Clock distribution:
The bar under the picture is 20 um long.
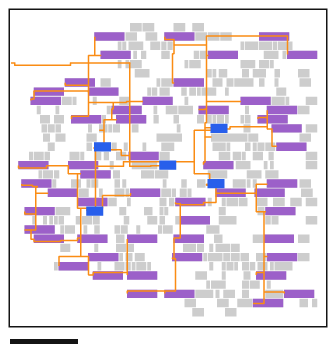
A small window of the routed layout:
Region (27, 27) to (67, 67) um. Cells in grey, sequential cells in the stronger grey; small squares are vias.
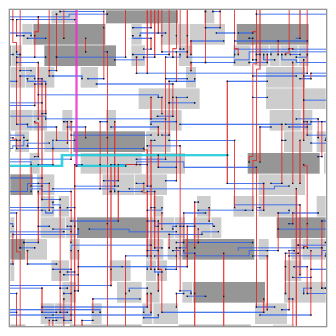
Clock nets:
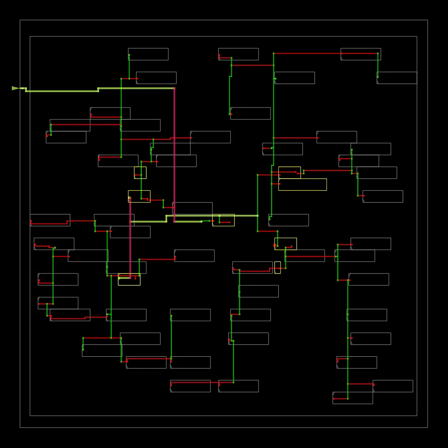
Signal metal coverage by tile:
The bar under the picture is 20 um long. The die is cut into 19 by 19 equal tiles; white is low, dark blue is high, scaled to the fullest tile. Values are wire area over tile area, all layers added.
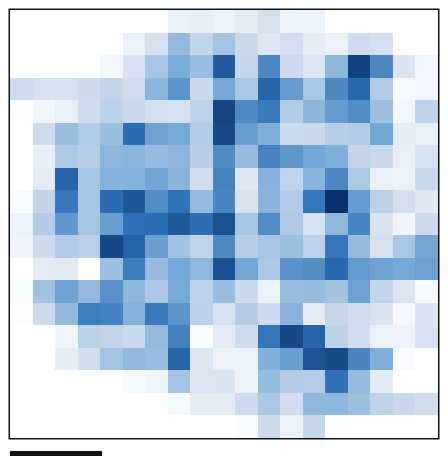
### config.mk
export PLATFORM = sky130hd
export DESIGN_NAME = bcd_time_counter
export DESIGN_NICKNAME = d
export VERILOG_FILES = /design/src/rtl/bcd_time_counter.sv
export SDC_FILE = /design/constraint.sdc
export NUM_CORES = 1
export LEC_CHECK = 0
export CAP_MARGIN = 20
export CORE_MARGIN = 2
export CORE_UTILIZATION = 37
export DETAILED_ROUTE_END_ITERATION = 10
export PLACE_DENSITY = 0.54
export SKIP_CTS_REPAIR_TIMING = 1
export SLEW_MARGIN = 10
export SYNTH_ARGS = -nofsm -noshare
export SYNTH_HDL_FRONTEND = slang
export SYNTH_SLANG_ARGS = --single-unit
### constraint.sdc
create_clock -name clk -period 2.9 [get_ports clk]
set_input_delay 0.435 -clock clk [delete_from_list [all_inputs] [get_ports clk]]
set_output_delay 0.435 -clock clk [all_outputs]
set_load 0.02 [all_outputs]
### src/rtl/bcd_time_counter.sv
// bcd_time_counter: BCD hh:mm:ss clock driven by a prescaled 1 s tick.
// The hour and minute fields can be set with mode/inc buttons.
module bcd_time_counter #(
    parameter int CLK_HZ = 50000000
) (
    input  logic       clk,
    input  logic       rst_n,
    input  logic       mode_btn,
    input  logic       inc_btn,
    output logic [3:0] sec_ge,
    output logic [3:0] sec_shi,
    output logic [3:0] min_ge,
    output logic [3:0] min_shi,
    output logic [3:0] hour_ge,
    output logic [3:0] hour_shi,
    output logic [1:0] set_mode,
    output logic       hour_pulse,
    output logic       day_pulse
);
    localparam int CW = $clog2(CLK_HZ);

    typedef enum logic [1:0] {RUN = 2'b00, SET_HOUR = 2'b01, SET_MIN = 2'b10} state_t;

    state_t        state;
    logic [CW-1:0] cnt;
    logic          tick, run_tick, sec_wrap, min_wrap, hour_wrap, set_inc, set_exit;

    function automatic logic [7:0] bcd_inc(input logic [7:0] v, input logic [7:0] lim);
        return v == lim ? 8'h00 : v[3:0] == 4'd9 ? {v[7:4] + 4'd1, 4'd0} : {v[7:4], v[3:0] + 4'd1};
    endfunction

    assign tick      = cnt == CW'(CLK_HZ - 1);
    assign run_tick  = state == RUN && tick;
    assign sec_wrap  = {sec_shi, sec_ge} == 8'h59;
    assign min_wrap  = {min_shi, min_ge} == 8'h59;
    assign hour_wrap = {hour_shi, hour_ge} == 8'h23;
    assign set_inc   = inc_btn && !mode_btn;
    assign set_exit  = state == SET_MIN && mode_btn;
    assign set_mode  = state;

    always_ff @(posedge clk or negedge rst_n) begin
        if (!rst_n) begin
            state                <= RUN;
            cnt                  <= '0;
            {sec_shi, sec_ge}    <= 8'h00;
            {min_shi, min_ge}    <= 8'h00;
            {hour_shi, hour_ge}  <= 8'h00;
            hour_pulse           <= 1'b0;
            day_pulse            <= 1'b0;
        end else begin
            hour_pulse <= 1'b0;
            day_pulse  <= 1'b0;
            // leaving SET_MIN restarts the second so the first tick is a full period away
            cnt <= (tick || set_exit) ? '0 : cnt + CW'(1);
            if (mode_btn)
                state <= state == RUN ? SET_HOUR : state == SET_HOUR ? SET_MIN : RUN;
            if (run_tick) begin
                {sec_shi, sec_ge} <= bcd_inc({sec_shi, sec_ge}, 8'h59);
                if (sec_wrap)
                    {min_shi, min_ge} <= bcd_inc({min_shi, min_ge}, 8'h59);
                if (sec_wrap && min_wrap) begin
                    {hour_shi, hour_ge} <= bcd_inc({hour_shi, hour_ge}, 8'h23);
                    hour_pulse          <= 1'b1;
                    day_pulse           <= hour_wrap;
                end
            end
            if (state == SET_HOUR && set_inc)
                {hour_shi, hour_ge} <= bcd_inc({hour_shi, hour_ge}, 8'h23);
            if (state == SET_MIN && set_inc)
                {min_shi, min_ge} <= bcd_inc({min_shi, min_ge}, 8'h59);
            if (set_exit)
                {sec_shi, sec_ge} <= 8'h00;
        end
    end
endmodule

==> git commit body <==
Log flow metrics for this revision

- In this run the critical register-to-register path is captured at min_shi[0].
- Dominant cells by area after synthesis: dfrtp_1 46%, nor2_1 6.5%, ha_1 5.5%, xor2_1 4.7%, nand3_1 2.7%
* Power consumed by combinational cells: 0.000762 W
- Entering global routing, the biggest net connects 55 pins.
* Height of the chip: 93.5 um
- After synthesis the netlist holds a flip-flop and latch count of 54.
* Global-route wire length before repair: 10200 um
- Setup repair after global routing left no endpoint under its margin.
- In this design, the stage delay of the slowest critical-path cell is 0.47 ns.
- Leading cell category by total area: logic gates
* Power in the clock group: 0.000507 W
- Total power normalized to cell area comes to 664 mW/mm^2.
- Final wirelength: 5830 um
- Fraction of standard cell area in multi-input logic: 0.438
- GR peak layer: met2
* Number of flops mapped to enable cells by yosys: 0
- Final antenna diode count: 0
- Number of primary I/O pins: 32
- The run finished with clean final reports.
- Leakage power: 1.54 nW
- Biggest power consumer among the groups: registers
* Max rail drop VDD: between 400 and 500 uV
- Worst Setup End Kind: flop
- The critical path in the final layout is reported with a setup slack of 0.357 ns.
- The number of nets in the synthesized netlist is 313.
- GRT met2 Usage: 0.225
About 'clock distribution':
- orange: clock wires (length 698 um)
- blue: cells driving clock nets (count 5)
- purple: flip-flops (count 54)
- routed clock nets: 6
- flops lie: widely spread
clock skew after layout: 0.0114 ns
Late-Pin Clk Latency: 0.31 ns

About 'a small window of the routed layout':
- magenta: met4
- cyan: met3
- red: met2
- blue: met1
- netlist names of flops here include: cnt (5), min_ge (2), sec_ge (2)
- cells with their middle in the window: 85
- most frequent: nor2_1 (12), nand2_1 (10), dfrtp_1 (10)
- sequential cells in the window: 10

About 'clock nets':
total CTS buffers: 5
number of clock-tree buffers in the layout: 6
clk sinks: 54

About 'signal metal coverage by tile':
- densest ninth of the die: centre
- mean over tiles: 0.10
- fullest tile: 0.34

No activity file was given, so power comes from the tool's default toggle rates.
